## src/rtl/rubiks_move_pkg.sv

```systemverilog
// Shared definitions for the face-move receiver: face codes, executor states
// and the 12-line one-hot move classifier.
package rubiks_move_pkg;

  localparam logic [2:0] FACE_RIGHT  = 3'd0;
  localparam logic [2:0] FACE_LEFT   = 3'd1;
  localparam logic [2:0] FACE_FRONT  = 3'd2;
  localparam logic [2:0] FACE_BACK   = 3'd3;
  localparam logic [2:0] FACE_TOP    = 3'd4;
  localparam logic [2:0] FACE_BOTTOM = 3'd5;

  localparam int unsigned ACW_BIT   = 3;
  localparam logic [3:0]  MOVE_IDLE = 4'hF;

  typedef enum logic [2:0] {
    ST_IDLE   = 3'd0,
    ST_DIR    = 3'd1,
    ST_STEP_H = 3'd2,
    ST_STEP_L = 3'd3,
    ST_SETTLE = 3'd4
  } exec_state_e;

  typedef struct packed {
    logic       valid;
    logic       multi;
    logic [3:0] code;
  } move_class_t;

  // Line i maps to face i/2 with the anticlockwise flag in i%2.
  function automatic move_class_t onehot12_to_code(input logic [11:0] lines);
    move_class_t r;
    int unsigned ones;
    r.valid = 1'b0;
    r.multi = 1'b0;
    r.code  = MOVE_IDLE;
    ones    = 0;
    for (int unsigned i = 0; i < 12; i++) begin
      if (lines[i]) begin
        ones++;
        r.code = {i[0], i[3:1]};
      end
    end
    r.valid = (ones == 1);
    r.multi = (ones > 1);
    return r;
  endfunction

endpackage

```

## src/rtl/rubiks_move_receiver_fifo.sv

```systemverilog
// Synchronous 4-bit move queue with flush; push while full is accepted only
// when a pop frees the slot in the same cycle.
module move_fifo #(
  parameter int unsigned DEPTH = 32
) (
  input  logic                         clk,
  input  logic                         rst_n,
  input  logic                         push,
  input  logic                         pop,
  input  logic                         clear,
  input  logic [3:0]                   wr_data,
  output logic [3:0]                   rd_data,
  output logic                         full,
  output logic                         empty,
  output logic [$clog2(DEPTH+1)-1:0]   count
);

  localparam int unsigned AW = $clog2(DEPTH);
  localparam int unsigned CW = $clog2(DEPTH + 1);

  logic [3:0]    mem_q [DEPTH];
  logic [AW-1:0] wr_ptr_q, wr_ptr_d;
  logic [AW-1:0] rd_ptr_q, rd_ptr_d;
  logic [CW-1:0] count_q, count_d;
  logic          do_push, do_pop;

  assign full    = (count_q == CW'(DEPTH));
  assign empty   = (count_q == '0);
  assign count   = count_q;
  assign rd_data = mem_q[rd_ptr_q];

  always_comb begin
    do_pop   = pop && !empty;
    do_push  = push && (!full || do_pop);
    wr_ptr_d = wr_ptr_q;
    rd_ptr_d = rd_ptr_q;
    count_d  = count_q;
    if (clear) begin
      wr_ptr_d = '0;
      rd_ptr_d = '0;
      count_d  = '0;
    end else begin
      if (do_push) wr_ptr_d = wr_ptr_q + 1'b1;
      if (do_pop)  rd_ptr_d = rd_ptr_q + 1'b1;
      if (do_push && !do_pop)      count_d = count_q + 1'b1;
      else if (!do_push && do_pop) count_d = count_q - 1'b1;
    end
  end

  always_ff @(posedge clk or negedge rst_n) begin
    if (!rst_n) begin
      wr_ptr_q <= '0;
      rd_ptr_q <= '0;
      count_q  <= '0;
    end else begin
      wr_ptr_q <= wr_ptr_d;
      rd_ptr_q <= rd_ptr_d;
      count_q  <= count_d;
    end
  end

  always_ff @(posedge clk) begin
    if (do_push && !clear) mem_q[wr_ptr_q] <= wr_data;
  end

endmodule

```

## src/rtl/rubiks_move_receiver.sv

```systemverilog
// Receives one-hot face moves from the sequencer cable, queues them and plays
// each one out as a dir setup, a step pulse train and a settle dwell.
module rubiks_move_receiver
  import rubiks_move_pkg::*;
#(
  parameter int unsigned FIFO_DEPTH    = 32,
  parameter int unsigned STEPS_PER_QTR = 50,
  parameter int unsigned PULSE_HI      = 500,
  parameter int unsigned PULSE_LO      = 500,
  parameter int unsigned DIR_SETUP     = 100,
  parameter int unsigned SETTLE_CYCLES = 25000
) (
  input  logic        clk,
  input  logic        rst_n,
  input  logic        move_tick,
  input  logic [11:0] move_lines,
  input  logic        enable,
  input  logic        clear,
  output logic [5:0]  step,
  output logic [5:0]  dir,
  output logic        busy,
  output logic [3:0]  cur_code,
  output logic [5:0]  fifo_count,
  output logic        err_multi,
  output logic        err_ovf,
  output logic [15:0] moves_done
);

  localparam int unsigned T_A  = (PULSE_HI > PULSE_LO) ? PULSE_HI : PULSE_LO;
  localparam int unsigned T_B  = (SETTLE_CYCLES > DIR_SETUP) ? SETTLE_CYCLES : DIR_SETUP;
  localparam int unsigned TMAX = (T_A > T_B) ? T_A : T_B;
  localparam int unsigned TW   = $clog2(TMAX + 1);
  localparam int unsigned SW   = $clog2(STEPS_PER_QTR + 1);
  localparam int unsigned CW   = $clog2(FIFO_DEPTH + 1);

  logic        tick_meta_q, tick_meta_d, tick_sync_q, tick_sync_d, tick_prev_q, tick_prev_d;
  logic [11:0] lines_meta_q, lines_meta_d, lines_sync_q, lines_sync_d;
  logic        smp_vld_q, smp_vld_d;
  logic [11:0] smp_lines_q, smp_lines_d;
  logic        push_q, push_d;
  logic [3:0]  push_code_q, push_code_d;
  logic        err_multi_q, err_multi_d, err_ovf_q, err_ovf_d;
  move_class_t cls;

  exec_state_e state_q, state_d;
  logic [TW-1:0] timer_q, timer_d;
  logic [SW-1:0] steps_q, steps_d;
  logic [3:0]    cur_code_q, cur_code_d;
  logic [5:0]    dir_q, dir_d, step_q, step_d;
  logic [15:0]   moves_done_q, moves_done_d;

  logic          fifo_pop, fifo_full, fifo_empty;
  logic [3:0]    fifo_rd_data;
  logic [CW-1:0] fifo_cnt;

  move_fifo #(.DEPTH(FIFO_DEPTH)) u_fifo (
    .clk     (clk),
    .rst_n   (rst_n),
    .push    (push_q),
    .pop     (fifo_pop),
    .clear   (clear),
    .wr_data (push_code_q),
    .rd_data (fifo_rd_data),
    .full    (fifo_full),
    .empty   (fifo_empty),
    .count   (fifo_cnt)
  );

  // Sample on the synchronised falling tick edge, classify a cycle later,
  // push the cycle after that.
  always_comb begin
    tick_meta_d  = move_tick;
    tick_sync_d  = tick_meta_q;
    tick_prev_d  = tick_sync_q;
    lines_meta_d = move_lines;
    lines_sync_d = lines_meta_q;
    smp_vld_d    = tick_prev_q & ~tick_sync_q;
    smp_lines_d  = smp_vld_d ? lines_sync_q : smp_lines_q;
    cls          = onehot12_to_code(smp_lines_q);
    push_d       = smp_vld_q & cls.valid;
    push_code_d  = cls.code;
    err_multi_d  = clear ? 1'b0 : (err_multi_q | (smp_vld_q & cls.multi));
    err_ovf_d    = clear ? 1'b0 : (err_ovf_q | (push_q & fifo_full & ~fifo_pop));
  end

  always_ff @(posedge clk or negedge rst_n) begin
    if (!rst_n) begin
      tick_meta_q  <= 1'b0;
      tick_sync_q  <= 1'b0;
      tick_prev_q  <= 1'b0;
      lines_meta_q <= '0;
      lines_sync_q <= '0;
      smp_vld_q    <= 1'b0;
      smp_lines_q  <= '0;
      push_q       <= 1'b0;
      push_code_q  <= '0;
      err_multi_q  <= 1'b0;
      err_ovf_q    <= 1'b0;
    end else begin
      tick_meta_q  <= tick_meta_d;
      tick_sync_q  <= tick_sync_d;
      tick_prev_q  <= tick_prev_d;
      lines_meta_q <= lines_meta_d;
      lines_sync_q <= lines_sync_d;
      smp_vld_q    <= smp_vld_d;
      smp_lines_q  <= smp_lines_d;
      push_q       <= push_d;
      push_code_q  <= push_code_d;
      err_multi_q  <= err_multi_d;
      err_ovf_q    <= err_ovf_d;
    end
  end

  always_comb begin
    state_d      = state_q;
    timer_d      = timer_q + 1'b1;
    steps_d      = steps_q;
    cur_code_d   = cur_code_q;
    dir_d        = dir_q;
    moves_done_d = moves_done_q;
    fifo_pop     = 1'b0;
    step_d       = '0;
    unique case (state_q)
      ST_IDLE: begin
        timer_d = '0;
        if (enable && !fifo_empty) begin
          fifo_pop   = 1'b1;
          cur_code_d = fifo_rd_data;
          steps_d    = '0;
          for (int unsigned f = 0; f < 6; f++) begin
            if (fifo_rd_data[2:0] == 3'(f)) dir_d[f] = fifo_rd_data[ACW_BIT];
          end
          state_d = ST_DIR;
        end
      end
      ST_DIR: begin
        if (timer_q == TW'(DIR_SETUP - 1)) begin
          timer_d = '0;
          state_d = ST_STEP_H;
        end
      end
      ST_STEP_H: begin
        if (timer_q == TW'(PULSE_HI - 1)) begin
          timer_d = '0;
          steps_d = steps_q + 1'b1;
          state_d = ST_STEP_L;
        end
      end
      ST_STEP_L: begin
        if (timer_q == TW'(PULSE_LO - 1)) begin
          timer_d = '0;
          state_d = (steps_q < SW'(STEPS_PER_QTR)) ? ST_STEP_H : ST_SETTLE;
        end
      end
      ST_SETTLE: begin
        if (timer_q == TW'(SETTLE_CYCLES - 1)) begin
          timer_d      = '0;
          moves_done_d = moves_done_q + 1'b1;
          cur_code_d   = MOVE_IDLE;
          state_d      = ST_IDLE;
        end
      end
      default: begin
        timer_d = '0;
        state_d = ST_IDLE;
      end
    endcase
    // Step is registered from the next state so the pulse is glitch-free.
    for (int unsigned f = 0; f < 6; f++) begin
      if (state_d == ST_STEP_H && cur_code_q[2:0] == 3'(f)) step_d[f] = 1'b1;
    end
  end

  always_ff @(posedge clk or negedge rst_n) begin
    if (!rst_n) begin
      state_q      <= ST_IDLE;
      timer_q      <= '0;
      steps_q      <= '0;
      cur_code_q   <= MOVE_IDLE;
      dir_q        <= '0;
      step_q       <= '0;
      moves_done_q <= '0;
    end else begin
      state_q      <= state_d;
      timer_q      <= timer_d;
      steps_q      <= steps_d;
      cur_code_q   <= cur_code_d;
      dir_q        <= dir_d;
      step_q       <= step_d;
      moves_done_q <= moves_done_d;
    end
  end

  assign step       = step_q;
  assign dir        = dir_q;
  assign busy       = (state_q != ST_IDLE);
  assign cur_code   = cur_code_q;
  assign fifo_count = 6'(fifo_cnt);
  assign err_multi  = err_multi_q;
  assign err_ovf    = err_ovf_q;
  assign moves_done = moves_done_q;

endmodule

```

## config.mk

```make
export PLATFORM = sky130hd
export DESIGN_NAME = rubiks_move_receiver
export DESIGN_NICKNAME = d
export VERILOG_FILES = /design/src/rtl/rubiks_move_pkg.sv /design/src/rtl/rubiks_move_receiver_fifo.sv /design/src/rtl/rubiks_move_receiver.sv
export SDC_FILE = /design/constraint.sdc
export NUM_CORES = 1
export LEC_CHECK = 0
export CAP_MARGIN = 25
export CORE_ASPECT_RATIO = 0.75
export CORE_MARGIN = 1.5
export CORE_UTILIZATION = 50
export CTS_CLUSTER_SIZE = 16
export DETAILED_ROUTE_END_ITERATION = 16
export PLACE_DENSITY = 0.68
export SLEW_MARGIN = 30
export SYNTH_ARGS = -nofsm -noshare
export SYNTH_HDL_FRONTEND = slang
export SYNTH_HIERARCHICAL = 1
export SYNTH_SLANG_ARGS = --single-unit
```

## constraint.sdc

```tcl
create_clock -name clk -period 8.85 [get_ports clk]
set_clock_uncertainty 0.1 [all_clocks]
set_input_delay 2.655 -clock clk [delete_from_list [all_inputs] [get_ports clk]]
set_output_delay 2.655 -clock clk [all_outputs]
set_load 0.03 [all_outputs]
```

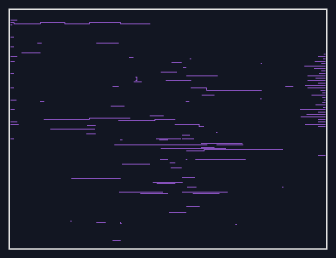
Run 1: signal wires on met3
nets with wire on the layer: 83
share of all routed wire: 4.9%
longest straight run: 52.0 µm
wire length on this layer: 1030 µm
main direction: horizontal

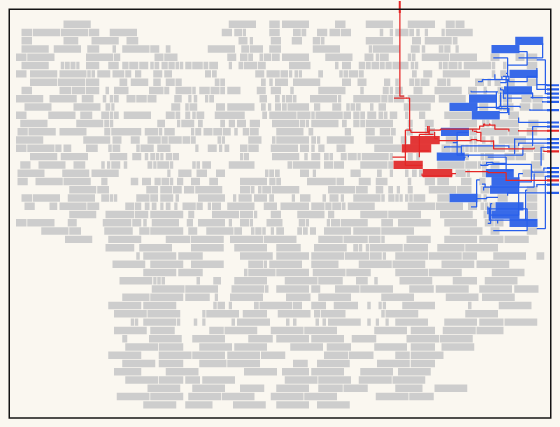
Run 1: wires at chosen ports, followed through buffers
legend:
  blue:
    port: `moves_done`
    bits: 16
    direction: output
    end_cells: 16
    buffers: 16
    wire: 548 µm
  red:
    port: `cur_code`
    bits: 4
    direction: output
    end_cells: 4
    buffers: 4
    wire: 225 µm

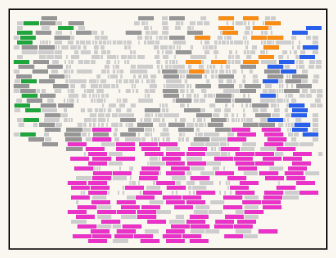
Run 1: sequential cells grouped by signal name
Other sequential cells in the stronger grey, the rest of the logic in the fainter grey.
legend:
  green:
    name_in_the_netlist: `lines_meta_q`
    placed_flops: 12
  blue:
    name_in_the_netlist: `moves_done`
    placed_flops: 16
  magenta:
    name_in_the_netlist: `u_fifo/mem_q`
    placed_flops: 128
  orange:
    name_in_the_netlist: `timer_q`
    placed_flops: 15
    where: north-east

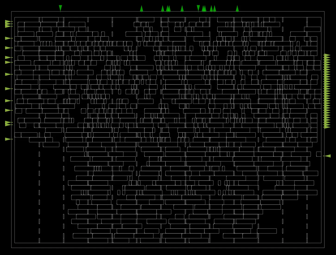
Run 1: placed standard cells
Fillers: 1761
Seq area share: 52.40%
tap cells: 294
final non-filler cell total: 1204
Core ar.: 0.02223 mm²

==> impl_metrics.py, run 1 <==
# Flow results
metrics = {
    "run_status": {
        "status": "completed",
    },
    "global_route": {
        "grt_pass1_wl_um": 34460,
        "antenna_found_initial": 0,
        "grt_max_degree": 64,
    },
    "critical_path": {
        "critPathMaxFanout": 9,
        "timing.critical_path.mode_cell": "ha_1",
        "endpoint_kind": "flip-flop",
        "worstPathArrival_ns": 7.63,
        "crit_type": "reg2reg",
        "max_stage_delay_ns": 0.48,
        "crit_path_start_kind": "flip-flop",
        "worst_path_max_delay_cell": "ha_1",
    },
    "final_layout": {
        "flow.area_growth_from_synthesis_pct": 14.21,
        "design_area_mm2": 0.01304,
        "drive_gt1_share_pct": 16.26,
        "final_nets": 935,
        "largest-register": "u_fifo/mem_q",
        "lay_top_cells": "edfxtp_1 (128), dfrtp_1 (109), nor2_1 (106)",
        "final_common_cell": "edfxtp_1",
        "largest_register_ffs": 128,
    },
    "synth": {
        "yosysUniqueCellTypes": 86,
        "ys.flops": 247,
        "syn_nets": 887,
        "ys_cells": 844,
        "syn_inst": 844,
        "synthMostInstantiatedCell": "edfxtp_1",
        "synth_top_area_share_pct": 33.66,
    },
    "route": {
        "vias": 6696,
        "drtIter0Drc": 642,
        "wl_per_cell_um": 17.36,
        "vias_per_cell": 5.561,
        "ant_nets": 0,
    },
    "sta": {
        "finalCriticalPeriod_ns": 7.295,
        "fin_ws_ns": 1.555,
        "worst_slew_pin_slew_ns": 0.8430,
        "fmax_ghz": 0.1371,
        "slew_headroom_pct": 43.80,
        "finalHoldViolations": 0,
        "hold-worst-slack_ns": 0.2465,
    },
    "clock_network": {
        "clk_latency_ns": 0.52,
        "cts_resized": 0,
        "cts_buffer_depth": 3,
        "clock_sinks": 247,
        "clkTransAtPathRegs_ns": 0.06,
        "post-cts-setup-buffers": 0,
    },
    "flow_run": {
        "drv_cap": 0,
    },
    "die": {
        "dieArea_mm2": 0.02376,
        "top_level_ports": 58,
    },
    "placement": {
        "placed_cell_area_mm2": 0.01219,
    },
    "pwr": {
        "p_total_mw": 3.237,
    },
}
==> run 1: where the power goes <==
group,total [mW],switching [mW],internal [mW]
clock network,1.05,0.422,0.623
registers,1.33,0.0662,1.26
logic,0.866,0.488,0.377
==> run 1: critical path: cells and delay by family, from the launching register on <==
kind	cells	cell delay, ns
adders and majority gates	9	2.93
and+or+nand+nor	11	1.51
AOI/OAI and AO/OA	9	1.31
muxes	2	0.45
DFF	1	0.39
buffers and inverters	4	0.37
xor gates and xnor gates	1	0.18
==> run 1: path summary, 6_finish.rpt <==
check / startpoint / to / slack, ns / depth (start not counted)
worst max-delay path: smp_lines_q[0] / push_q / 1.55 / 36
worst min-delay path: lines_meta_q[6] / lines_sync_q[6] / 0.25 / 0
worst max register to register: smp_lines_q[0] / push_q / 1.55 / 36
worst min register to register: lines_meta_q[6] / lines_sync_q[6] / 0.25 / 0
max in group asynchronous: rst_n / push_code_q[3] / 5.25 / 2
min in group asynchronous: rst_n / moves_done[4] / 2.09 / 1
==> run 1: per-layer routing <==
layer	vias up	routed length, µm	track usage [%]
met1	3310	10740	30.13
met3	28	1030	3.090
li1	3199	-	-
met4	0	346	3.688
met5	-	0	0
met2	159	8785	25.54
==> run 1: cell families (layout without fill, tap and decap cells) <==
kind of cell               after synthesis  count (layout)  share of synthesized area [%]
and+or+nand+nor                        287             287                          12.83
DFF                                    247             247                          59.79
AOI/OAI and AO/OA                       83              83                          5.139
muxes                                   69              69                          10.74
xor gates and xnor gates                66              66                          5.939
buffers and inverters                   65             131                          2.564
adders and majority gates               27              27                          3.002
==> run 1: cell type report <==
type / count / area [µm²]
fill: 1761 / 9188
sequential: 247 / 6834
multi-input combinational: 532 / 4309
clock buffer: 36 / 757.0
timing repair buffer: 61 / 598.1
tap: 294 / 367.9
inverter: 25 / 93.84
clock inverter: 9 / 81.33
--- run 2 (diff from run 1) ---
==> constraint.sdc (replaced) <==
create_clock -name clk -period 7.5 [get_ports clk]
set_clock_uncertainty 0.1 [all_clocks]
set_input_delay 2.25 -clock clk [delete_from_list [all_inputs] [get_ports clk]]
set_output_delay 2.25 -clock clk [all_outputs]
set_load 0.03 [all_outputs]
==> run 2 against run 1 <==
  * Combinational power is 29% higher
  * Via count increased by 0.64%
  * Setup slack worse by 1.2 ns
  * Wire length rose by 4.1%
  * Critical path type unchanged
  * Critical path depth is the same
  * Register-to-register slack got worse by 1.2 ns
==> impl_metrics.py, run 2 <==
# Flow results
metrics = {
    "global_route": {
        "antenna_found_initial": 0,
        "grt_pass1_wl_um": 35460,
    },
    "die": {
        "top_level_ports": 58,
        "core_area_mm2": 0.02223,
        "dieArea_mm2": 0.02376,
    },
    "critical_path": {
        "reg2reg_depth": 36,
        "rrSetupSlack_ns": 0.37,
        "worst_path_max_delay_cell": "dfrtp_1",
        "crit_path_start_kind": "flip-flop",
    },
    "final_layout": {
        "design_area_mm2": 0.01313,
        "final_common_cell": "edfxtp_1",
        "lay_top_cells": "edfxtp_1 (128), dfrtp_1 (108), nor2_1 (105)",
        "largest-register": "u_fifo/mem_q",
    },
    "sta": {
        "slew_headroom_pct": 42.26,
        "finalCriticalPeriod_ns": 7.134,
        "fmax_ghz": 0.1402,
    },
    "worst_hold_path": {
        "hold_end": "lines_sync_q[0]",
        "hold_depth": 0,
    },
    "pwr": {
        "switching_share_pct": 31.17,
        "p_clk_share_pct": 30.9,
    },
    "clock_network": {
        "cts_buffer_depth": 3,
        "clk_latency_ns": 0.53,
    },
    "synth": {
        "syn_nets": 887,
        "synthMostInstantiatedCell": "edfxtp_1",
    },
    "run_status": {
        "status": "completed",
    },
    "route": {
        "vias_per_cell": 5.565,
    },
}
run 2: cell counts after synthesis:
No cell type changed its count.
run 2: worst max-delay path, delay by kind of cell (launching register included):
family,cells,cell delay (ns)
and+or+nand+nor,13,1.88
DFF,1,0.42
muxes,2,0.48
AOI/OAI and AO/OA,9,1.25
buffers and inverters,3,0.28
adders and majority gates,9,2.67
run 2: cell type report:
class	instances	area [µm²]
well taps	294	367.9
repair buffers	67	646.9
flip-flops and latches	247	6835
multi-input cells	532	4387
fillers	1738	9099
inverters	25	93.84
clock buffers	35	673.1
clock inverters	11	126.4
run 2: repair_timing:
item / CTS / global route
setup buffers: 0 / 6
setup endpoints to repair: 0 / 2
gates resized: 0 / 17
run 2: cell families (layout without fill, tap and decap cells):
kind of cell    count (synthesis)  count (layout)  share of synthesized area [%]
flops                         247             247                          59.79
buf+inv                        65             138                          2.564
simple gates                  287             287                          12.83
mux                            69              69                          10.74
compound gates                 83              83                          5.139
xor+xnor                       66              66                          5.939
fa+ha+maj                      27              27                          3.002
run 2: stage by stage:
stage / std cells / TNS, ns / utilization (%) / hold slack [ns]
after floorplan: 844 / 0 / - / 0.2312
after global placement: 1159 / 0 / 54.83 / 0.2315
after detailed placement: 1159 / 0 / 54.85 / 0.2347
after CTS: 1205 / 0 / 58.44 / 0.2480
after global routing: 1211 / -0.2016 / 59.07 / 0.2531
final: 1211 / 0 / 59.07 / 0.2467
run 2: routing by layer:
layer  global-route usage, %  up-vias  share of wire (%)
li1                        -     3204                  -
met1                   29.77     3323                 50
met2                   27.43      182                 43
met3                   3.373       30                5.8
met4                   4.062        0                1.6
met5                       0        -                  0
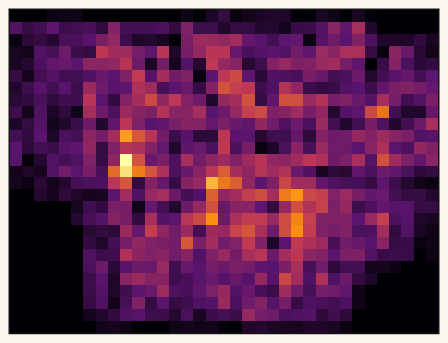
Run 2: wire density map
The die is cut into 35 by 27 equal tiles; black is low, pale yellow is high, scaled to the fullest tile. Values are wire area over tile area, all layers added.
emptiest ninth of the die: south-west
nearly empty tiles: 14%
fullest tile: 0.62
tiles over half the peak: 6.2%
densest ninth of the die: centre

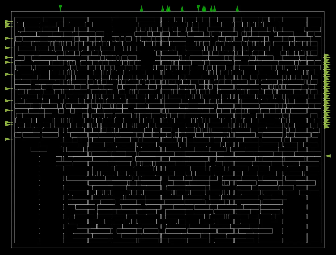
Run 2: placed standard cells
row cnt: 47
Seq area share: 52.06%
Fillers: 1738

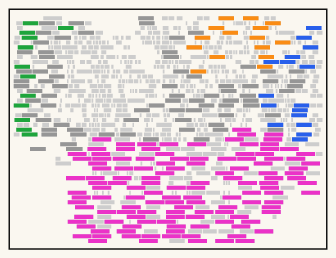
Run 2: sequential cells grouped by signal name
Other sequential cells in the stronger grey, the rest of the logic in the fainter grey.
legend:
  orange:
    name_in_the_netlist: `timer_q`
    placed_flops: 15
    where: north-east
  blue:
    name_in_the_netlist: `moves_done`
    placed_flops: 16
  magenta:
    name_in_the_netlist: `u_fifo/mem_q`
    placed_flops: 128
  green:
    name_in_the_netlist: `lines_meta_q`
    placed_flops: 12
not coloured: 76

No activity file was given, so power comes from the tool's default toggle rates.
